===== config.mk =====
export PLATFORM = sky130hd
export DESIGN_NAME = msp430_ram_ctrl
export DESIGN_NICKNAME = d
export VERILOG_FILES = /design/src/rtl/msp430_ram_ctrl.sv
export SDC_FILE = /design/constraint.sdc
export NUM_CORES = 1
export LEC_CHECK = 0
export CELL_PAD_IN_SITES_DETAIL_PLACEMENT = 0
export CELL_PAD_IN_SITES_GLOBAL_PLACEMENT = 2
export CORE_UTILIZATION = 21
export DETAILED_ROUTE_END_ITERATION = 10
export PLACE_DENSITY = 0.77
export SLEW_MARGIN = 5
export SYNTH_ARGS = -nofsm -noshare
export SYNTH_HDL_FRONTEND = slang
export SYNTH_SLANG_ARGS = --single-unit

===== constraint.sdc =====
create_clock -name mclk -period 1.2 [get_ports mclk]
set_input_delay 0.24 -clock mclk [delete_from_list [all_inputs] [get_ports mclk]]
set_output_delay 0.24 -clock mclk [all_outputs]
set_load 0.01 [all_outputs]

===== src/rtl/msp430_ram_ctrl.sv =====
// -----------------------------------------------------------------------------
// msp430_ram_ctrl
//
// Initiator-side controller for the single-port MSP430 data RAM. It takes byte
// or word requests over a valid/ready handshake, performs one RAM access per
// legal request and returns exactly one response per request, in order.
// Illegal requests (out of range, or a misaligned word) get an error response
// and never touch the RAM.
//
// Ports
//   mclk, puc_rst          clock (shared with the RAM), sync active-high reset
//   req_valid/req_ready    request handshake
//   req_we, req_byte       1 = write / 1 = byte access
//   req_addr, req_wdata    byte address, write data (byte writes use [7:0])
//   rsp_valid/rsp_ready    response handshake
//   rsp_rdata, rsp_err     read data (0 for writes/errors), error flag
//   ram_addr               RAM word address
//   ram_cen, ram_wen       RAM chip enable / per-byte write enables (low active)
//   ram_din, ram_dout      RAM write data / read data
// -----------------------------------------------------------------------------
module msp430_ram_ctrl #(
    parameter int ADDR_MSB = 6,
    parameter int MEM_SIZE = 256
) (
    input  logic                mclk,
    input  logic                puc_rst,
    input  logic                req_valid,
    output logic                req_ready,
    input  logic                req_we,
    input  logic                req_byte,
    input  logic [15:0]         req_addr,
    input  logic [15:0]         req_wdata,
    output logic                rsp_valid,
    input  logic                rsp_ready,
    output logic [15:0]         rsp_rdata,
    output logic                rsp_err,
    output logic [ADDR_MSB:0]   ram_addr,
    output logic                ram_cen,
    output logic [1:0]          ram_wen,
    output logic [15:0]         ram_din,
    input  logic [15:0]         ram_dout
);

    localparam logic [15:0] WORDS = 16'(MEM_SIZE / 2);

    typedef enum logic [1:0] {
        S_IDLE,
        S_ACCESS,
        S_CAPTURE,
        S_RESP
    } state_t;

    state_t      r_state;
    state_t      w_state_nxt;

    // Request attributes still needed once ram_dout comes back.
    logic        r_we;
    logic        r_byte;
    logic        r_lane;

    logic        w_accept;
    logic        w_req_err;
    logic [1:0]  w_wen;
    logic [15:0] w_din;
    logic [7:0]  w_byte_sel;

    // A pending response may be retired and a new request taken on the same
    // edge, so RESP also advertises ready while the response is being taken.
    assign req_ready = (r_state == S_IDLE) | ((r_state == S_RESP) & rsp_ready);
    assign w_accept  = req_valid & req_ready;

    assign w_req_err = ({1'b0, req_addr[15:1]} >= WORDS) | (~req_byte & req_addr[0]);

    assign w_wen = !req_we   ? 2'b11 :
                   !req_byte ? 2'b00 :
                   req_addr[0] ? 2'b01 : 2'b10;

    // Byte writes put the byte on both lanes; ram_wen picks the real one.
    assign w_din = req_byte ? {req_wdata[7:0], req_wdata[7:0]} : req_wdata;

    assign w_byte_sel = r_lane ? ram_dout[15:8] : ram_dout[7:0];

    // -------------------------------------------------------------------------
    // State register
    // -------------------------------------------------------------------------
    always_ff @(posedge mclk) begin
        if (puc_rst) r_state <= S_IDLE;
        else         r_state <= w_state_nxt;
    end

    // -------------------------------------------------------------------------
    // Next state
    // -------------------------------------------------------------------------
    always_comb begin
        w_state_nxt = r_state;
        case (r_state)
            S_IDLE: begin
                if (w_accept) w_state_nxt = w_req_err ? S_RESP : S_ACCESS;
            end
            S_ACCESS:  w_state_nxt = S_CAPTURE;
            S_CAPTURE: w_state_nxt = S_RESP;
            S_RESP: begin
                if (w_accept)       w_state_nxt = w_req_err ? S_RESP : S_ACCESS;
                else if (rsp_ready) w_state_nxt = S_IDLE;
            end
            default: w_state_nxt = S_IDLE;
        endcase
    end

    // -------------------------------------------------------------------------
    // Registered outputs and request attributes
    // -------------------------------------------------------------------------
    always_ff @(posedge mclk) begin
        if (puc_rst) begin
            ram_cen   <= 1'b1;
            ram_wen   <= 2'b11;
            ram_addr  <= '0;
            ram_din   <= '0;
            rsp_valid <= 1'b0;
            rsp_rdata <= '0;
            rsp_err   <= 1'b0;
            r_we      <= 1'b0;
            r_byte    <= 1'b0;
            r_lane    <= 1'b0;
        end else begin
            // Strobes are one cycle wide: default them inactive every edge.
            ram_cen <= 1'b1;
            ram_wen <= 2'b11;

            if ((r_state == S_RESP) && rsp_ready) rsp_valid <= 1'b0;

            if (w_accept) begin
                r_we   <= req_we;
                r_byte <= req_byte;
                r_lane <= req_addr[0];
                if (w_req_err) begin
                    // Error responses skip the RAM and appear next cycle.
                    rsp_valid <= 1'b1;
                    rsp_err   <= 1'b1;
                    rsp_rdata <= '0;
                end else begin
                    ram_cen  <= 1'b0;
                    ram_wen  <= w_wen;
                    ram_addr <= req_addr[ADDR_MSB+1:1];
                    if (req_we) ram_din <= w_din;
                end
            end

            // ram_dout is valid during CAPTURE; it becomes the response.
            if (r_state == S_CAPTURE) begin
                rsp_valid <= 1'b1;
                rsp_err   <= 1'b0;
                rsp_rdata <= r_we   ? 16'h0000 :
                             r_byte ? {8'h00, w_byte_sel} : ram_dout;
            end
        end
    end

endmodule

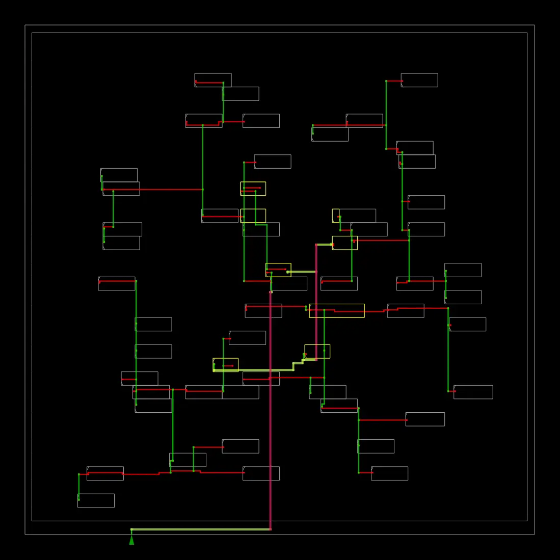
(run_1/final_clocks.png)
Flops: 49
Clk power: 1.25 mW
clk_skew: 0.00702 ns

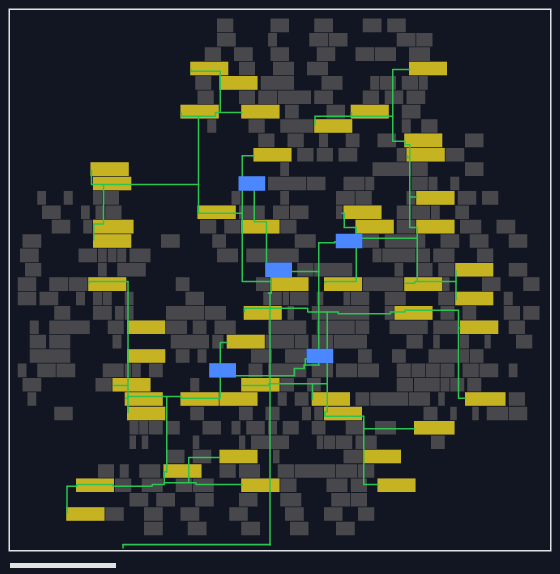
(run_1/clock_map.png)
Bar = 20 um.
Key: yellow = flip-flops [count 49]; blue = cells driving clock nets [count 5]; green = clock wires [length 674 um]
There are 6 routed clock nets.

==> out/summary.txt, run 1 <==
status = complete, but fails checks
failing checks = negative setup slack
port bufs = 98
Synth Cell Area = 2110 um^2
post-synthesis cell count = 224
Tool Warnings = 29
DP Wirelength = 5.03 mm
GR Overflow Total = 0
Final Cycle Share = 1.19
max incr delay on CP = 0.35 ns
YS chip area = 2110 um^2
static leakage = 1.53 nW
worst hold path type = in2reg
PnR worst setup slack = -0.229 ns
most frequent logic cell in the layout = dfxtp_1
Final Power = 3.84 mW
max capacitance violation total = 0
Max Buffers Root-to-Sink = 2
register area = 985 um^2
Crit-path slowest cell = dfxtp_2
final wirelength = 7.61 mm
setup TNS = -7.43 ns
first-pass GRT wire length = 12.1 mm
Crit. End Element = register
crit path DAT = 1.68 ns
Layout Nets = 418
largest net degree at the start of global routing = 24
ys cells = 224
vias post-DR = 2,244
Die W = 102 um
Worst-Margin Slew = 0.309 ns
FMAX = 700 MHz
Final ANT Viol Nets = 0
post-layout util = 0.420
CTS Buf Count = 5
routed wire length on met2 = 3.70 mm
peak supply drop = 417 uV
vias in the first global route = 2,277
layout cell share with drive strength beyond 1 = 0.430
Final Setup Violations = 49
Final Slew Violations = 0
core area = 9730 um^2
die extent in y = 102 um
clock sink count = 49
most numerous logic cells after layout = dfxtp_1 (46), clkdlybuf4s50_1 (41), buf_4 (27)
CP max FO = 8
FP Rows = 36
Place WS = -0.678 ns
Tot GR Track Use = 0.152
TritonRoute pass-1 iters = 6
Floorplan Nets = 278
Ports = 99
CP cell instances = buf_6 -> nand2b_4 -> and3_4 -> a211oi_4 -> buf_12 -> a22o_1
Top Layer Used = met4
kind of critical path = reg2reg
area delta synth->final = 93.9%
crit path DRT = 1.45 ns
htree depth = 2
Clock Pin Slew Worst Setup and Hold Paths = 0.09 ns
Yosys reg bits = 49
min cycle time layout = 1.43 ns
drt first-iter violations = 69
initial antenna violation count = 0
sequential cell area fraction in the yosys report = 0.465
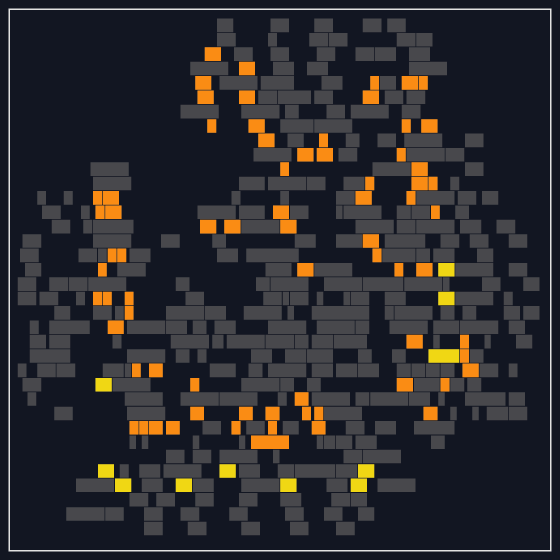
(run_1/gate_families.png)
Key: orange = inverting AOI/OAI gates [cells 71]; yellow = AND-OR and OR-AND gates [cells 11]

[run 1: path summary, 6_finish.rpt]
kind | from | to | slack (ns) | cells after the start
setup / recovery | r_state[0]$_SDFFE_PP0P_ | rsp_rdata[15]$_SDFFE_PP0P_ | -0.23 | 6
hold / removal | puc_rst | ram_addr[5]$_SDFFE_PP0P_ | 0.31 | 2
hold reg to reg | ram_addr[6]$_SDFFE_PP0P_ | ram_addr[6]$_SDFFE_PP0P_ | 0.46 | 2
setup reg to reg | r_state[0]$_SDFFE_PP0P_ | rsp_rdata[15]$_SDFFE_PP0P_ | -0.23 | 6
[run 1: report_power, final]
part           switching (mW)  internal [mW]
logic                   0.385          0.490
registers              0.0379           1.68
clock network           0.566          0.681
[run 1: synthesized netlist by cell type (all sizes together)]
master / n / area (um^2)
nor3: 1 / 5.00
and2b: 1 / 7.51
a21bo: 1 / 10.0
mux2: 16 / 180
or3: 1 / 6.26
and4: 1 / 8.76
a211oi: 2 / 27.5
mux2i: 2 / 20.0
a211o: 2 / 17.5
inv: 2 / 7.51
clkbuf: 8 / 30.0
o21ai: 24 / 120
nand2: 13 / 48.8
buf: 10 / 67.6
nand3: 25 / 130
a22o: 8 / 70.1
and3: 2 / 17.5
nand2b: 2 / 12.5
o211ai: 8 / 60.1
nand4: 1 / 21.3
nor2: 5 / 18.8
nor4: 3 / 55.1
dfxtp: 49 / 981
a21oi: 37 / 185
[run 1: flip-flops by register name (all words and copies together) (netlist names)]
signal	count
r_byte	1
ram_din	16
rsp_valid	1
ram_cen	1
r_we	1
rsp_rdata	16
rsp_err	1
ram_wen	2
ram_addr	7
r_state	2
r_lane	1
[run 1: cell type report]
class / instances / area share
clock buffer: 7 / 0.0211
timing repair buffer: 150 / 0.361
clock inverter: 1 / 0.00734
tap: 133 / 0.0407
sequential: 49 / 0.241
inverter: 2 / 0.00184
multi-input combinational: 156 / 0.327
[run 1: per-stage QoR]
step / cells / area (um^2)
6_report: 498 / 4090
5_1_grt: 498 / 4090
4_1_cts: 496 / 4020
3_5_place_dp: 474 / 3590
3_3_place_gp: 474 / 3590
2_1_floorplan: 224 / 2250
[run 1: cells by family (layout without fill, tap and decap cells)]
kind of cell	Yosys count	in the layout	synth area share
DFF	49	49	0.465
AOI/OAI and AO/OA	82	82	0.233
buffers and inverters	20	160	0.0499
muxes	18	18	0.0950
and+or+nand+nor	55	56	0.157
[run 1: per-layer routing]
metal / GRT usage / vias up
met5: 0 / -
li1: - / 1106
met2: 0.256 / 63
met4: 0.0396 / 0
met1: 0.201 / 1070
met3: 0.0280 / 5
[run 1: critical path, delay by kind of cell (launching register included)]
family	cells	cell delay, ns
AND/OR/NAND/NOR	2	0.38
AND-OR/OR-AND	2	0.37
flip-flops	1	0.35
buffers and inverters	2	0.27
[run 1: timing repair]
item / in CTS / in global routing
pin swaps: 56 / 35
endpoints found under the setup margin: 93 / 75
setup buffers: 9 / 6
resized: 115 / 73
cloned: 5 / 0
==> run_1/metal_stack.png <==
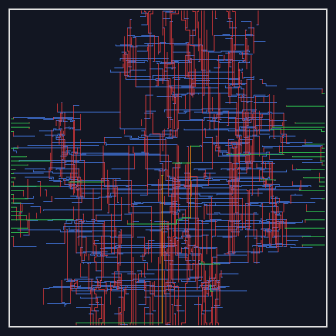

==> inputs of run 2 (changes only) <==
--- a/config.mk
+++ b/config.mk
@@ -7,9 +7,9 @@
 export LEC_CHECK = 0
 export CELL_PAD_IN_SITES_DETAIL_PLACEMENT = 0
 export CELL_PAD_IN_SITES_GLOBAL_PLACEMENT = 2
-export CORE_UTILIZATION = 21
+export CORE_UTILIZATION = 23
 export DETAILED_ROUTE_END_ITERATION = 10
-export PLACE_DENSITY = 0.77
+export PLACE_DENSITY = 0.8
 export SLEW_MARGIN = 5
 export SYNTH_ARGS = -nofsm -noshare
 export SYNTH_HDL_FRONTEND = slang
==> constraint.sdc (replaced) <==
create_clock -name mclk -period 1.5 [get_ports mclk]
set_input_delay 0.3 -clock mclk [delete_from_list [all_inputs] [get_ports mclk]]
set_output_delay 0.3 -clock mclk [all_outputs]
set_load 0.01 [all_outputs]
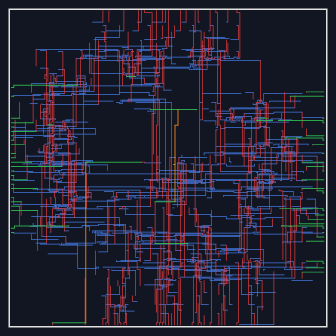
(run_2/metal_stack.png)
Key: green = met3 [wire length 336 um]; orange = met4 [wire length 79.1 um]; red = met2 [wire length 3,240 um]; blue = met1 [wire length 3,180 um]

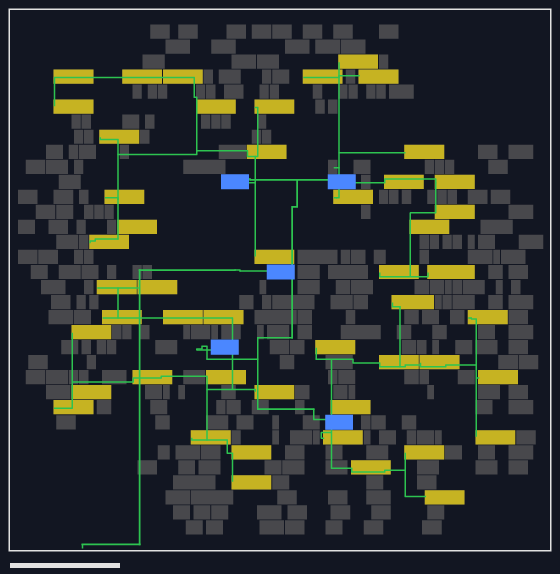
(run_2/clock_map.png)
Bar = 20 um.
Key: blue = cells driving clock nets [count 5]; yellow = flip-flops [count 49]; green = clock wires [length 662 um]
Position of the flops: widely spread.

==> run 2 against run 1 <==
The flow finishes with violations (design-rule violations); fmax fell by 4.6%; count of clock-buffer cells in the layout did not move; sequential share of layout area rose by 3.7 points; total power fell by 28%; clock power fell by 32%; first-iteration DRC count did not move; critical path depth did not move; non-clock buffer count fell by 27; register-to-register slack improved by 0.23 ns; routed wire length fell by 10%; clock skew fell by 0.0011 ns; flip-flop count did not move; largest cell class unchanged.
==> out/summary.txt, run 2 <==
PnR worst setup slack = 0.00135 ns
drt first-iter violations = 69
DP Wirelength = 4.65 mm
CP max FO = 8
RR Endpoint = rsp_rdata[8]$_SDFFE_PP0P_
Ports = 99
clock sink count = 49
Final ANT Viol Nets = 0
Die W = 97.7 um
most frequent logic cell in the layout = dfxtp_1
layout cell share with drive strength beyond 1 = 0.198
ys flop type = dfxtp_1
FP Rows = 34
Post-route DRC = 12
Final Cell Area = 3550 um^2
CTS root buf = clkbuf_8
ys async rst share = 0
crit path DRT = 1.75 ns
YS chip area = 2110 um^2
Yosys reg bits = 49
failing checks = design-rule violations
Clock Pin Slew Worst Setup and Hold Paths = 0.09 ns
Tot GR Track Use = 0.142
Layout Nets = 391
sequential cell area fraction in the yosys report = 0.465
crit start category = register
largest net degree at the start of global routing = 43
worst hold path type = in2reg
Placed Area = 3320 um^2
final wirelength = 6.83 mm
die extent in y = 97.7 um
status = complete, but fails checks
reg2reg start = r_state[1]$_SDFFE_PP0P_
Worst-Margin Slew = 0.565 ns
post-layout util = 0.403
Tool Warnings = 27
core area = 8810 um^2
Gate power share = 0.200
Final Cycle Share = 0.999
Sw Share = 0.256
Crit. End Element = register
area delta synth->final = 68.3%
Clock Power Share = 0.308
vias post-DR = 2,135
share of the synthesized area in the top cell type = 0.465
Post-synth EDFFs = 0
max capacitance violation total = 0
Final Setup Violations = 0
vias in the first global route = 2,209
Final Slew Violations = 0
TritonRoute pass-1 iters = 7
Cell area leaders = dfxtp_1 (47%), a21oi_1 (8.8%), mux2_2 (8.5%), nand3_1 (5.7%), o21ai_0 (5.5%)
cell depth of the worst hold path = 3
Largest regs = ram_din x16, rsp_rdata x16, ram_addr x7
Seq pwr share = 0.492
static leakage = 1.69 nW
Synth Cell Area = 2110 um^2
Worst R2R Setup Slack = 0.001 ns
ys cells = 224
Hold Path End = r_we$_SDFFE_PP0P_
kind of critical path = reg2reg
peak supply drop = 338 uV
Hold Crit Start = puc_rst
P_sw = 0.712 mW
largest area contributor in the netlist = dfxtp_1
initial antenna violation count = 0
Post-synth top cells = dfxtp_1 (49), a21oi_1 (37), nand3_1 (24)
GR Overflow Total = 0
min cycle time layout = 1.50 ns
Max Buffers Root-to-Sink = 2
htree depth = 2
clk_skew = 0.00587 ns
post-synthesis cell count = 224
first-pass GRT wire length = 10.9 mm
Register-to-Register Path Depth = 6
Floorplan Nets = 278
crit path DAT = 1.75 ns
port bufs = 98
FMAX = 667 MHz
most frequent cell after synthesis = dfxtp_1
Place WS = -0.427 ns
[run 2: cell counts after synthesis]
Identical to the previous run, type by type.
[run 2: cell type report]
cell class | count | area (um^2)
clock buffers | 7 | 96.3
clock inverters | 1 | 5.00
fillers | 890 | 5260
inverters | 2 | 7.51
multi-input cells | 156 | 1080
flip-flops and latches | 49 | 986
well taps | 108 | 135
repair buffers | 123 | 1240
[run 2: critical path: stages, from the launching register on]
cell      delay (ns)
dfxtp_4         0.37
buf_6           0.12
a21bo_4         0.23
and3_4          0.18
a211oi_4        0.27
buf_12          0.16
a22o_1          0.12
[run 2: logic make-up (layout without fill, tap and decap cells)]
| family | count (synthesis) | after routing | share of synthesized area |
|---|---|---|---|
| AOI/OAI and AO/OA | 82 | 82 | 0.233 |
| and+or+nand+nor | 55 | 56 | 0.157 |
| DFF | 49 | 49 | 0.465 |
| muxes | 18 | 18 | 0.0950 |
| buffers and inverters | 20 | 133 | 0.0499 |
[run 2: how the worst max path moves through the flow]
stage,to,start
6_report,rsp_rdata[8]$_SDFFE_PP0P_,r_state[1]$_SDFFE_PP0P_
5_1_grt,rsp_rdata[8]$_SDFFE_PP0P_,r_state[0]$_SDFFE_PP0P_
4_1_cts,ram_din[0],ram_din[0]$_SDFFE_PP0P_
3_5_place_dp,req_ready,rsp_ready
3_3_place_gp,req_ready,rsp_ready
2_1_floorplan,ram_wen[0]$_SDFF_PP1_,req_addr[8]
[run 2: power by group through the flow]
stage | combinational [mW] | clock, mW | sequential [mW]
6_report | 0.557 | 0.856 | 1.37
5_1_grt | 0.602 | 0.935 | 1.37
4_1_cts | 0.528 | 0.897 | 1.37
3_5_place_dp | 0.542 | 0 | 1.40
3_3_place_gp | 0.541 | 0 | 1.39
2_1_floorplan | 0.196 | 0 | 1.41
[run 2: per-layer routing]
| metal | vias to the layer above | global-route usage | part of all wire |
|---|---|---|---|
| met3 | 5 | 0.0344 | 0.049 |
| li1 | 1051 | - | - |
| met4 | 0 | 0.0455 | 0.012 |
| met5 | - | 0 | 0 |
| met1 | 1014 | 0.182 | 0.46 |
| met2 | 65 | 0.234 | 0.47 |
[run 2: stage by stage]
stage               setup TNS [ns]  power (mW)  cells
floorplan                        0        1.60    224
global placement            -16.42        1.94    435
detailed placement          -17.35        1.94    435
CTS                              0        2.79    443
global route                -0.330        2.91    446
finish                           0        2.78    446
[run 2: what timing repair did]
item	in CTS	in global routing
resized	36	48
setup endpoints to repair	59	65
gates cloned	0	1
pin swaps	4	7
buffers inserted	0	2
==> run_2/port_nets.png <==
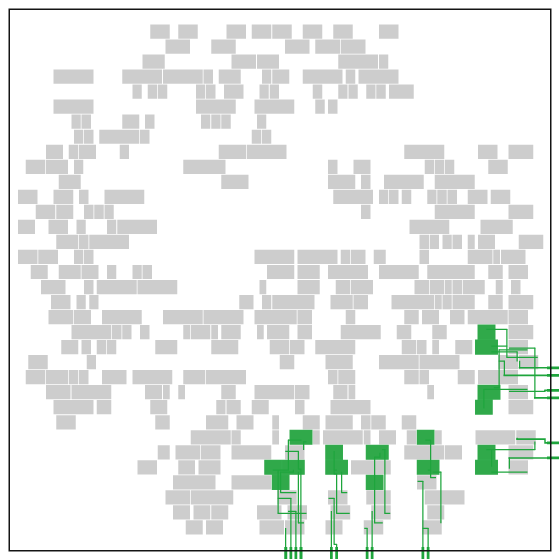

==> inputs of run 3 (changes only) <==
==> config.mk (replaced) <==
export PLATFORM = sky130hd
export DESIGN_NAME = msp430_ram_ctrl
export DESIGN_NICKNAME = d
export VERILOG_FILES = /design/src/rtl/msp430_ram_ctrl.sv
export SDC_FILE = /design/constraint.sdc
export NUM_CORES = 1
export LEC_CHECK = 0
export CELL_PAD_IN_SITES_DETAIL_PLACEMENT = 1
export CELL_PAD_IN_SITES_GLOBAL_PLACEMENT = 1
export CORE_UTILIZATION = 32
export DETAILED_ROUTE_END_ITERATION = 10
export PLACE_DENSITY = 0.87
export SLEW_MARGIN = 5
export SYNTH_ARGS = -nofsm -noshare
export SYNTH_HDL_FRONTEND = slang
export SYNTH_SLANG_ARGS = --single-unit
==> constraint.sdc (replaced) <==
create_clock -name mclk -period 1.9 [get_ports mclk]
set_input_delay 0.38 -clock mclk [delete_from_list [all_inputs] [get_ports mclk]]
set_output_delay 0.38 -clock mclk [all_outputs]
set_load 0.01 [all_outputs]
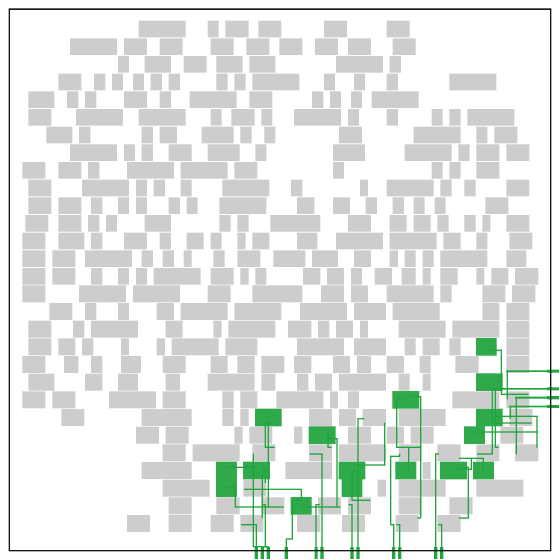
(run_3/port_nets.png)
Key: green = ram_dout [bits 16, direction input, end cells 16, buffers 16, wire 387 um]

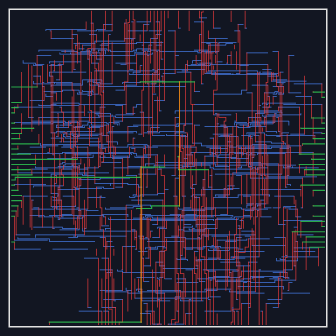
(run_3/metal_stack.png)
WL/cell: 16.5 um
vias post-DR: 2,135
final wirelength: 6.76 mm
Tot GR Track Use: 0.200

==> run 3 against run 2 <==
Critical path type is now in2out; the flow now finishes without violations; non-clock buffer count shrank 4; clock power decreased by 21%; largest cell class unchanged; total power fell by 22%; highest routed layer unchanged; via count stayed put; combinational power shrank 25%; clock skew shrank 0.0017 ns.
==> out/summary.txt, run 3 <==
status = finished clean
most frequent logic cell in the layout = clkdlybuf4s50_1
sequential cell area fraction in the yosys report = 0.465
fillers = 733
RR Endpoint = ram_din[8]$_SDFFE_PP0P_
Final Cell Area = 3350 um^2
Post-synth top cells = dfxtp_1 (49), a21oi_1 (37), nand3_1 (24)
static leakage = 1.17 nW
Final Slew Violations = 0
post-CTS setup buffer count = 0
MI comb area = 1030 um^2
Cell area leaders = dfxtp_1 (47%), a21oi_1 (8.8%), mux2_2 (8.5%), nand3_1 (5.7%), o21ai_0 (5.5%)
Yosys reg bits = 49
crit path DAT = 1.45 ns
Place WS = -0.199 ns
Layout Nets = 386
Post-synth EDFFs = 0
Clock Pin Slew Worst Setup and Hold Paths = 0.09 ns
area delta synth->final = 59.0%
PnR worst setup slack = 0.0690 ns
Max Buffers Root-to-Sink = 2
Hold Crit Start = rsp_rdata[15]$_SDFFE_PP0P_
cell depth of the worst hold path = 1
FP Rows = 29
Final Cycle Share = 0.964
peak supply drop = 331 uV
clk_skew = 0.00418 ns
TritonRoute pass-1 iters = 4
Tool Warnings = 26
FMAX = 546 MHz
most frequent cell after synthesis = dfxtp_1
Final ANT Viol Nets = 0
crit path launch = rsp_ready
largest area contributor in the netlist = dfxtp_1
Ports = 99
drt first-iter violations = 65
ys cells = 224
Synth Cell Area = 2110 um^2
die extent in y = 83.2 um
share of the synthesized area in the top cell type = 0.465
Finished Layout Cells = 410
crit path DRT = 1.52 ns
reg2reg start = r_state[0]$_SDFFE_PP0P_
Die W = 83.2 um
min cycle time layout = 1.83 ns
cell total after placement = 402
DP Wirelength = 5.06 mm
Placed Area = 3240 um^2
-- run 3: cell counts after synthesis --
Identical to the previous run, type by type.
-- run 3: how the worst max path moves through the flow --
stage                             to  slack, ns
2_1_floorplan  ram_wen[0]$_SDFF_PP1_       0.44
3_3_place_gp               req_ready      -0.14
3_5_place_dp               req_ready      -0.20
4_1_cts                    req_ready       0.08
5_1_grt                    req_ready       0.02
6_report                   req_ready       0.07
-- run 3: metal layers --
metal / track usage / vias to the layer above / part of all wire
li1: - / 1032 / -
met1: 0.247 / 1043 / 0.43
met2: 0.356 / 55 / 0.51
met3: 0.0388 / 5 / 0.041
met4: 0.0517 / 0 / 0.011
met5: 0 / - / 0
-- run 3: final cells by class --
cell class | count | share of cell area
flip-flops and latches | 49 | 0.293
multi-input cells | 155 | 0.308
well taps | 77 | 0.0287
repair buffers | 119 | 0.338
inverters | 2 | 0.00224
clock inverters | 1 | 0.00149
clock buffers | 7 | 0.0287
-- run 3: cells by family after synthesis --
family                 Yosys count  synth area share
and+or+nand+nor                 55             0.157
muxes                           18            0.0950
DFF                             49             0.465
buffers and inverters           20            0.0499
AOI/OAI and AO/OA               82             0.233
-- run 3: power breakdown --
part	leakage, nW	switching [mW]	internal (mW)
Sequential	0.398	0.0228	1.06
Clock	0.0542	0.345	0.330
Combinational	0.722	0.179	0.235
-- run 3: metrics by stage --
| stage | utilization | total power, mW |
|---|---|---|
| 5_1_grt | 0.528 | 2.26 |
| 2_1_floorplan | - | 1.27 |
| 6_report | 0.528 | 2.17 |
| 4_1_cts | 0.526 | 2.19 |
| 3_3_place_gp | 0.510 | 1.51 |
| 3_5_place_dp | 0.510 | 1.52 |
-- run 3: what timing repair did --
| item | 4_1_cts | 5_1_grt |
|---|---|---|
| resized | 1 | 2 |
| pin swaps | 0 | 0 |
| setup endpoints to repair | 1 | 6 |
-- run 3: worst max-delay path, cell delays in order --
cell and delay (ns):
clkdlybuf4s50_1 0.48, nand2_1 0.08, a21oi_1 0.22, dlygate4sd2_1 0.29
Power is estimated from default activity; no workload was simulated.
